**config.mk**
```make
export PLATFORM = sky130hd
export DESIGN_NAME = game_sequencer
export DESIGN_NICKNAME = d
export VERILOG_FILES = /design/src/rtl/game_sequencer.sv
export SDC_FILE = /design/constraint.sdc
export NUM_CORES = 1
export LEC_CHECK = 0
export CAP_MARGIN = 25
export CORE_MARGIN = 4
export CORE_UTILIZATION = 40
export DETAILED_ROUTE_END_ITERATION = 6
export DONT_BUFFER_PORTS = 1
export PLACE_DENSITY = 0.61
export SLEW_MARGIN = 20
export SYNTH_ARGS = -nofsm -noshare
export SYNTH_HDL_FRONTEND = slang
export SYNTH_SLANG_ARGS = --single-unit
```
**constraint.sdc**
```tcl
create_clock -name clk -period 2.4 [get_ports clk]
set_clock_uncertainty 0.05 [all_clocks]
set_input_delay 0.48 -clock clk [delete_from_list [all_inputs] [get_ports clk]]
set_output_delay 0.48 -clock clk [all_outputs]
set_load 0.01 [all_outputs]
```
**src/rtl/game_sequencer.sv**
```systemverilog
// game_sequencer: round sequencer for a basketball game (countdown, timed play, shot animation, scoring).
// Define GAME_SEQUENCER_BONUS_EN to score made shots ending with time_left<=10 as 3 points instead of 2.
module game_sequencer #(
    parameter int GAME_SECONDS      = 60,
    parameter int COUNTDOWN_SECONDS = 3,
    parameter int FRAMES_PER_SHOT   = 50
) (
    input  logic       clk,
    input  logic       resetn,
    input  logic       sec_tick,
    input  logic       frame_tick,
    input  logic       start,
    input  logic       shot_req,
    input  logic       make,
    output logic       shot_ack,
    output logic       div_clear,
    output logic [2:0] state,
    output logic [1:0] cd_left,
    output logic [6:0] time_left,
    output logic [7:0] score,
    output logic [5:0] anim_frame,
    output logic       game_over
);
    localparam logic [2:0] S_IDLE      = 3'd0;
    localparam logic [2:0] S_COUNTDOWN = 3'd1;
    localparam logic [2:0] S_PLAY      = 3'd2;
    localparam logic [2:0] S_SHOT      = 3'd3;
    localparam logic [2:0] S_OVER      = 3'd4;

    logic [2:0] r_state;
    logic [1:0] r_cd;
    logic [6:0] r_tl;
    logic [7:0] r_score;
    logic [5:0] r_anim;
    logic       r_ack;
    logic       r_dc;

    logic [6:0] w_tl_dec;
    logic       w_last;
    logic [8:0] w_pts;
    logic [8:0] w_sum;

    // Time left after this cycle's tick; shot outcome and state decisions use this value.
    assign w_tl_dec = (sec_tick && r_tl != 7'd0) ? r_tl - 7'd1 : r_tl;
    assign w_last   = r_anim == 6'(FRAMES_PER_SHOT - 1);
`ifdef GAME_SEQUENCER_BONUS_EN
    assign w_pts    = (w_tl_dec <= 7'd10) ? 9'd3 : 9'd2;
`else
    assign w_pts    = 9'd2;
`endif
    assign w_sum    = {1'b0, r_score} + w_pts;

    always_ff @(posedge clk or negedge resetn) begin
        if (!resetn) begin
            r_state <= S_IDLE;
            r_cd    <= 2'd0;
            r_tl    <= 7'd0;
            r_score <= 8'd0;
            r_anim  <= 6'd0;
            r_ack   <= 1'b0;
            r_dc    <= 1'b0;
        end else begin
            r_ack <= 1'b0;
            r_dc  <= 1'b0;
            case (r_state)
                S_IDLE, S_OVER: begin
                    if (start) begin
                        r_state <= S_COUNTDOWN;
                        r_cd    <= 2'(COUNTDOWN_SECONDS);
                        r_tl    <= 7'(GAME_SECONDS);
                        r_score <= 8'd0;
                        r_dc    <= 1'b1;
                    end
                end
                S_COUNTDOWN: begin
                    if (sec_tick) begin
                        r_cd    <= r_cd - 2'd1;
                        r_state <= (r_cd == 2'd1) ? S_PLAY : S_COUNTDOWN;
                    end
                end
                S_PLAY: begin
                    r_tl <= w_tl_dec;
                    if (w_tl_dec == 7'd0) begin
                        r_state <= S_OVER;
                    end else if (shot_req) begin
                        r_state <= S_SHOT;
                        r_ack   <= 1'b1;
                        r_anim  <= 6'd0;
                    end
                end
                S_SHOT: begin
                    r_tl <= w_tl_dec;
                    if (frame_tick) begin
                        r_anim <= w_last ? 6'd0 : r_anim + 6'd1;
                        if (w_last) begin
                            if (make)
                                r_score <= w_sum[8] ? 8'hFF : w_sum[7:0];
                            r_state <= (w_tl_dec != 7'd0) ? S_PLAY : S_OVER;
                        end
                    end
                end
                default: r_state <= S_IDLE;
            endcase
        end
    end

    assign state      = r_state;
    assign cd_left    = r_cd;
    assign time_left  = r_tl;
    assign score      = r_score;
    assign anim_frame = r_anim;
    assign shot_ack   = r_ack;
    assign div_clear  = r_dc;
    assign game_over  = r_state == S_OVER;
endmodule

```
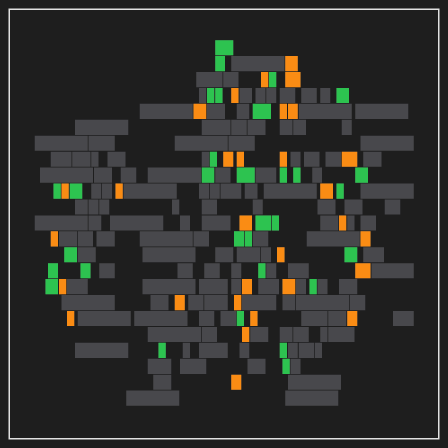
(run_1/gates.png)
- nor cells: orange (cells 30)
- nand cells: green (cells 31)

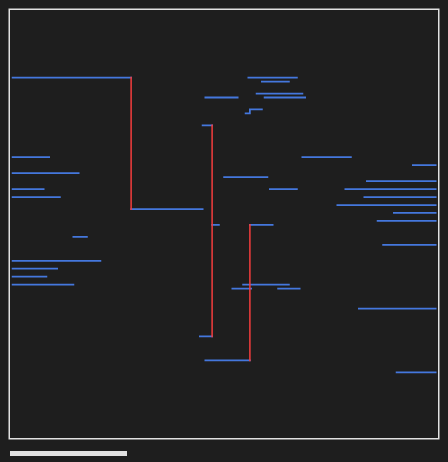
(run_1/layers.png)
Bar = 20 um. Only two layers are drawn.
- M3: blue (wire length 298 um)
- M4: red (wire length 81.6 um)

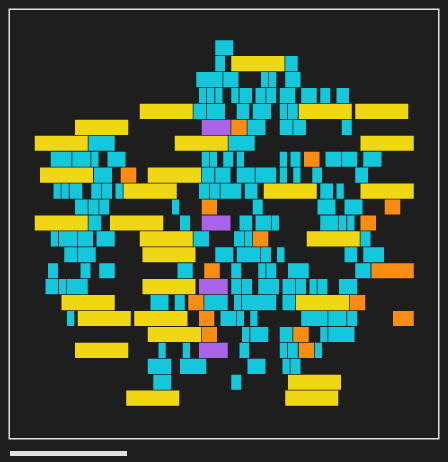
(run_1/class_map.png)
Bar = 20 um.
- remaining buffers and delay cells: orange (cells 16)
- remaining logic cells: cyan (cells 147)
- clock drivers and dummy loads: purple (cells 4)
- sequential cells: yellow (cells 28)

## run 1: worst register-to-register path: cells and delay by family, from the launching register on
family	cells	cell delay, ns
AND-OR/OR-AND	3	1.03
adder cells (fa/ha/maj)	1	0.16
buffers and inverters	1	0.08
flip-flops	1	0.40
multiplexers	1	0.10
AND/OR/NAND/NOR	1	0.35
## run 1: logic make-up after synthesis
logic type               after synthesis  synth area share (%)
AND/OR/NAND/NOR                       73                  23.6
AND-OR/OR-AND                         54                  22.2
flip-flops                            28                  41.4
buffers and inverters                 14                  4.87
multiplexers                           6                  3.62
adder cells (fa/ha/maj)                6                  4.43
## run 1: layout make-up
type                       count  share of cell area, %
multi-input combinational    139                   48.1
sequential                    28                   37.0
inverter                       8                   1.59
clock buffer                   4                   2.91
timing repair buffer          16                   7.13
tap                           50                   3.30
==> summary.txt, run 1 <==
Numbers from the implementation run.

The commonest cells after synthesis are sky130_fd_sc_hd__dfrtp_1 (28), sky130_fd_sc_hd__nand2_1 (16), sky130_fd_sc_hd__nor2_1 (15). Cell internal power was estimated by the tool at 0.00106 W. Counting I/O delays and the setup requirement, the final critical path takes 2.27 ns. Hold timing on the final database bottoms out at a slack of 0.316 ns. After filler insertion, the fill cell instance count of the layout stands at 384. The number of iterations in the first detailed-routing pass is 4. The area share of the largest cell type after synthesis is about two fifths. The number of cells traversed by the worst register-to-register path is 7. The dominant power group in this design is combinational cells. Between the synthesized netlist and the finished layout, the area growth was recorded as 11.8%. The met2 demand-to-capacity share in global routing is just under 30%.

At the end of the flow, the number of nets in the layout was 209. According to the dpl log, the detail-placed design has an HPWL of 3230 um. The final hold violation count recorded for this run is 0. The final core utilization is between 40% and 50%. After layout, the worst path uses 94.6% of the clock period. The detailed-route vias per instance is 6.00. In the post-synthesis netlist, the biggest area contributors are sky130_fd_sc_hd__dfrtp_1 (41%), sky130_fd_sc_hd__ha_1 (4.4%), sky130_fd_sc_hd__a21oi_1 (3.8%). The count of final setup violators is 0. Yosys reported that registers with async set or reset make up 100%. The type of the tightest min-delay check is input pin to flip-flop. The capturing instance or port of the critical path is state[0]$_DFFE_PN0P_. The power dissipated in combinational cells is 0.000755 W. The transition time recorded at the tightest slew-check pin is 0.573 ns.

Per the synth log, the flip-flop and latch total comes to 28. The total design power is 0.00177 W. The final weighted congestion of routability-driven global placement is 0.918. The first global-routing pass estimated between 7000 and 8000 um of wire. The flow ran to the end, and the final reports show no timing, DRC or antenna violations.

The most common logic cell in the routed design is sky130_fd_sc_hd__dfrtp_1. The share of post-route cells with drive strength above 1 is 14.9%. Summed over all failing endpoints, the final setup total negative slack is 0 ns. Per the OpenROAD power report, leakage power amounts to 0.840 nW. The type of element capturing the critical path is a flip-flop. For this run, the number of Yosys warnings is 0. After technology mapping, the gate count stands at 181.

TritonRoute reported its final design rule violation total as 0.
==> inputs of run 2 (changes only) <==
--- a/config.mk
+++ b/config.mk
@@ -10,7 +10,7 @@
 export CORE_UTILIZATION = 40
 export DETAILED_ROUTE_END_ITERATION = 6
 export DONT_BUFFER_PORTS = 1
-export PLACE_DENSITY = 0.61
+export PLACE_DENSITY = 0.6
 export SLEW_MARGIN = 20
 export SYNTH_ARGS = -nofsm -noshare
 export SYNTH_HDL_FRONTEND = slang
==> summary.txt, run 2 <==
Numbers from the implementation run.

The flow ran to the end, and the final reports show no timing, DRC or antenna violations. The total design power is 0.00181 W. The internal power contribution is approximately 0.0011 W. The HPWL after detailed placement is around 3000 um. The top cell type by area accounts for 41.4% of the synthesized area.

After its last routability iteration, the placer logged a weighted congestion of 0.935. The number of storage elements in the synthesis netlist is 28. Hold is met by about 0.32 ns. At the end of the flow, the number of nets in the layout was 209. In the global route stage, met2 resource usage came out at 26.5%.

The cell leakage power is 0.847 nW. The share of post-route cells with drive strength above 1 is 14.9%. For reference, the final report shows the hold violation count at 0. The post-synthesis async set-or-reset flop share is 100%. The total number of yosys warnings is 0.

The first detailed-routing pass ran for 4 iterations. Looking at the power breakdown, combinational cells take around 40% of the total. Relative to the synthesized area, the layout overhead comes to 12.8%. In the post-route analysis, the smallest setup slack over all paths is roughly 0.14 ns. The floorplan die width is 73.1 um. Sorting the synthesized cells by how often they occur yields sky130_fd_sc_hd__dfrtp_1 (28), sky130_fd_sc_hd__nand2_1 (16), sky130_fd_sc_hd__nor2_1 (15).

Yosys attributes the largest share of cell area to sky130_fd_sc_hd__dfrtp_1 (41%), sky130_fd_sc_hd__ha_1 (4.4%), sky130_fd_sc_hd__a21oi_1 (3.8%). The minimum clock period is 2.26 ns. The main power-consuming group is combinational cells.

The worst setup path is captured at a flip-flop. The count of mapped cells out of synthesis is 181. The post-CTS setup-driven buffer insertion count is 0.

The total DRC errors in the routed layout is 0. The post-route met1 wirelength is about 1700 um. The pre-CTS setup slack is about 0.16 ns. The report puts the cell count of the worst reg-to-reg path at 5. The slew at the pin with the worst max-slew slack is 0.531 ns. The most common logic cell in the routed design is sky130_fd_sc_hd__dfrtp_1.

After detailed routing, the number of vias per cell comes to 5.92. The count of final setup violators is 0. The type of the tightest min-delay check is input pin to flip-flop.
run 2: cell types whose count changed in the layout (fill, tap and decap cells not counted):
cell / change
sky130_fd_sc_hd__clkbuf_8: -1
sky130_fd_sc_hd__bufinv_16: +1
run 2: kinds of logic after synthesis:
family,share of synthesized area [%]
buf+inv,4.87
fa+ha+maj,4.43
mux,3.62
compound gates,22.2
simple gates,23.6
flops,41.4
run 2: area by class of cell:
class                           count  area [um2]
Clock inverter                      1        30.0
Multi-Input combinational cell    139         911
Timing Repair Buffer               16         135
Sequential cell                    28         701
Tap cell                           50        62.6
Inverter                            8        30.0
Fill cell                         379        2150
Clock buffer                        3        41.3
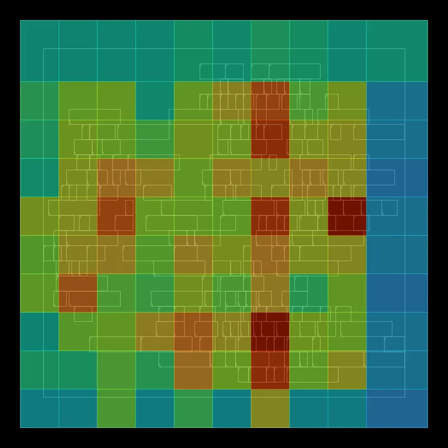
(run_2/congestion_map.png)
met3 Usage GRT: 5.51%
post-layout utilization of the core: 47.1%

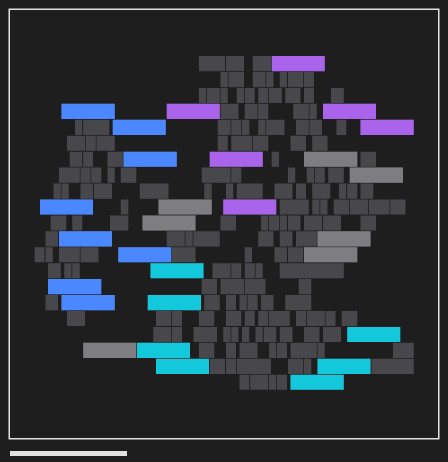
(run_2/ff_map.png)
Bar = 20 um. Other sequential cells in the stronger gray, the rest of the logic in the fainter gray.
- `score`: blue (flops 8; where middle left)
- `time_left`: cyan (flops 7)
- `anim_frame`: purple (flops 6)

==> inputs of run 3 (changes only) <==
--- a/config.mk
+++ b/config.mk
@@ -10,6 +10,7 @@
 export CORE_UTILIZATION = 40
 export DETAILED_ROUTE_END_ITERATION = 6
 export DONT_BUFFER_PORTS = 1
+export HOLD_SLACK_MARGIN = 0.03
 export PLACE_DENSITY = 0.6
 export SLEW_MARGIN = 20
 export SYNTH_ARGS = -nofsm -noshare
==> summary.txt, run 3 <==
Numbers from the implementation run.

The run finished with clean final reports. For this run, the chip area from Yosys synthesis comes to 1690 um2. The total buffers and inverters traversed by the critical path is 0. The portion of the clock cycle consumed by the worst path in the final layout is 94.1%. The type of the tightest min-delay check is input pin to flip-flop.

The count of vias placed by the detailed router is 1450. STA classifies the critical path endpoint as a flip-flop. According to the dpl log, the detail-placed design has an HPWL of 3010 um. The fraction of the core area occupied by cells at floorplan is 41.8%. The OpenROAD report gives the critical path a required time of 2.52 ns.

After layout the clock buffers and inverters come to 3.73% of cell area. Of the total standard cell area in the layout, the sequential portion is 36.7%. The number of storage elements in the synthesis netlist is 28. The cell family contributing the most delay on the critical path is AND-OR/OR-AND gates. The count of flip-flops and latches is 28. The critical hold path startpoint is shot_req.

The total of plain and repair buffers excluding clock buffers is 16. The tap cell count is 50. Total power for the finished layout comes to 0.00181 W. Clock buffers in the final layout number 3. Counting every instance in the synthesized netlist gives 181. The endpoint of the worst hold-timing path is shot_ack$_DFF_PN0_. After synthesis, the share of flip-flops with an asynchronous set or reset is 100%. The share of post-route cells with drive strength above 1 is 14.9%. By area, the class that comes first in the final layout consists of logic gates. For this run, the detailed router reports a per-instance via density of 5.92. The share of the Yosys chip area taken by registers is roughly two fifths. The worst-case setup margin in the final layout is about 0.14 ns. During synthesis, Yosys emitted a total of 0 warnings. By count the netlist is led by sky130_fd_sc_hd__dfrtp_1 (28), sky130_fd_sc_hd__nand2_1 (16), sky130_fd_sc_hd__nor2_1 (15). The CTS report gives the tree buffer count as 3.

The setup path with the least slack is of type flip-flop to flip-flop. The final core utilization is a little under half. The slack of the worst reg-to-reg path is 0.14 ns. The peak fanout along the critical path is 10. After detailed routing, the number of remaining DRC violations is 0. At the pin with the least slew margin, the transition time is about 0.53 ns.

Entering global routing, the biggest net connects 29 pins. Hold-check failures listed in the final report amount to 0. Per the layout report, the design carries 8 non-clock inverters. The synthesis report lists the most area-consuming cells as sky130_fd_sc_hd__dfrtp_1 (41%), sky130_fd_sc_hd__ha_1 (4.4%), sky130_fd_sc_hd__a21oi_1 (3.8%). The number of combinational gates with multiple inputs is 139.

According to the CTS report, the clock sink count is 28. The distinct cell type count of the synthesized netlist is 49. The tightest hold path in the finished design has a slack of between 0.3 and 0.4 ns. Across the run, the number of max-cap violations was 0. The maximum clock path buffer count is 2. Data arrives at the worst endpoint at 2.37 ns. The most common flop cell mapped by yosys is sky130_fd_sc_hd__dfrtp_1. The critical path starts at time_left[3]$_DFFE_PN0P_. Of the post-synthesis cell area, the dominant cell type holds 41.4%. Clock latency on the worst-skew pair, taken at its later pin, is between 0.2 and 0.3 ns.

The total power divided by cell area is 950 nW/um2. Summing all non-filler instances in the final layout gives an area of 1910 um2. The most common logic cells in the final layout are sky130_fd_sc_hd__dfrtp_1 (28), sky130_fd_sc_hd__nand2_1 (16), sky130_fd_sc_hd__nor2_1 (15), sky130_fd_sc_hd__buf_4 (14), sky130_fd_sc_hd__a21oi_1 (13). The count of warning messages emitted by the tools is 28. The capturing instance or port of the critical path is state[0]$_DFFE_PN0P_. The non-clock buffer area fraction after layout is 7.07%. The area of the core is between 4000 and 5000 um2. The clock transition at the register clock pins on the worst setup and hold paths after CTS is 0.09 ns.

Once placement completed, the tool counted placed cells totaling 239. Timing analysis after detailed placement gives a worst setup slack of between 0.15 and 0.2 ns. 36 I/O pins were placed. Across the whole layout, storage elements account for 701 um2. Per the cell usage report, the commonest logic cell in the layout is sky130_fd_sc_hd__dfrtp_1. The first global-routing pass estimated 6780 um of wire. The number of global-route vias before repair came to 1445.

The end-of-flow timing check tallies setup violations at 0. The chip area is between 5000 and 6000 um2. The fraction of area in multi-input gates is 47.7%.

Summed over all failing endpoints, the final setup total negative slack is 0 ns. The final weighted congestion of routability-driven global placement is between 0.9 and 1. The number of cells traversed by the worst register-to-register path is 5. From left edge to right edge, the die measures between 70 and 80 um. The post-CTS setup-driven buffer insertion count is 0. The minimum clock period is 2.26 ns.

For this run, the post-layout net count is 209. The report puts the hold buffer count at CTS at 2. The slowest stage cell on the critical path is sky130_fd_sc_hd__or4_4. The layout filler cell count is 379.

Measured along the y axis, the die boundary spans 73.1 um. Per the timing report, the achievable frequency comes out to 443 MHz. After floorplanning, the core was divided into 23 placement rows. For this run, the detailed router's first-pass iteration total came to 4.

VDD sags by at most 0.000429 V. The worst hold path passes through 2 cells. The area growth from synthesis to layout is 12.8%.

The multi-input combinational cells in the finished layout cover a total of 911 um2. The cell leakage power is 0.847 nW.
## run 3: power breakdown
group | leakage, nW | internal, W | switching, W | total (W)
clock network | 0.0357 | 0.000223 | 0.000145 | 0.000368
registers | 0.355 | 0.000585 | 0.000132 | 0.000717
logic | 0.457 | 0.000328 | 0.000401 | 0.000729
## run 3: per-layer routing
layer / track usage [%] / wire length, um
met1: 19.2 / 1740
met2: 26.5 / 1910
met3: 5.51 / 318
met4: 3.69 / 13
met5: 0 / 0
## run 3: cells by family (layout without fill, tap and decap cells)
logic type                 count (synthesis)  count (layout)  synth area share [%]
AOI/OAI and AO/OA                         54              54                  22.2
DFF                                       28              28                  41.4
and+or+nand+nor                           73              73                  23.6
muxes                                      6               6                  3.62
buffers and inverters                     14              28                  4.87
adders and majority gates                  6               6                  4.43
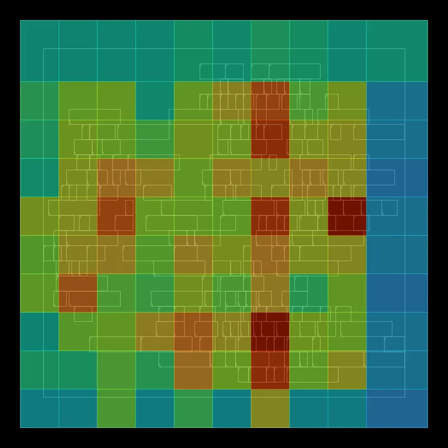
(run_3/congestion_map.png)
mean routed wirelength per cell: 16.2 um
aggregate global-route resource usage: 15.7%
met2 Usage GRT: 26.5%
routing layer with the top usage in global route: met2
met1 usage: 19.2%

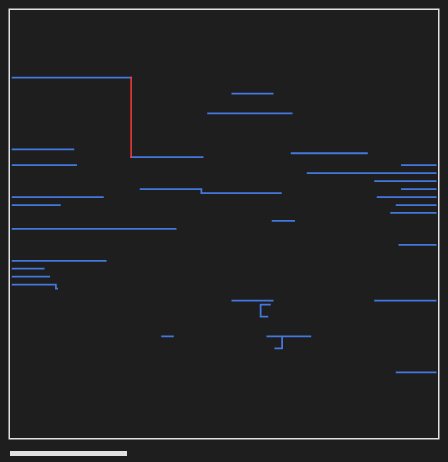
(run_3/layers.png)
Bar = 20 um. Only two layers are drawn.
- M3: blue (wire length 318 um)
- M4: red (wire length 13.6 um)

Power is estimated from default activity; no workload was simulated.
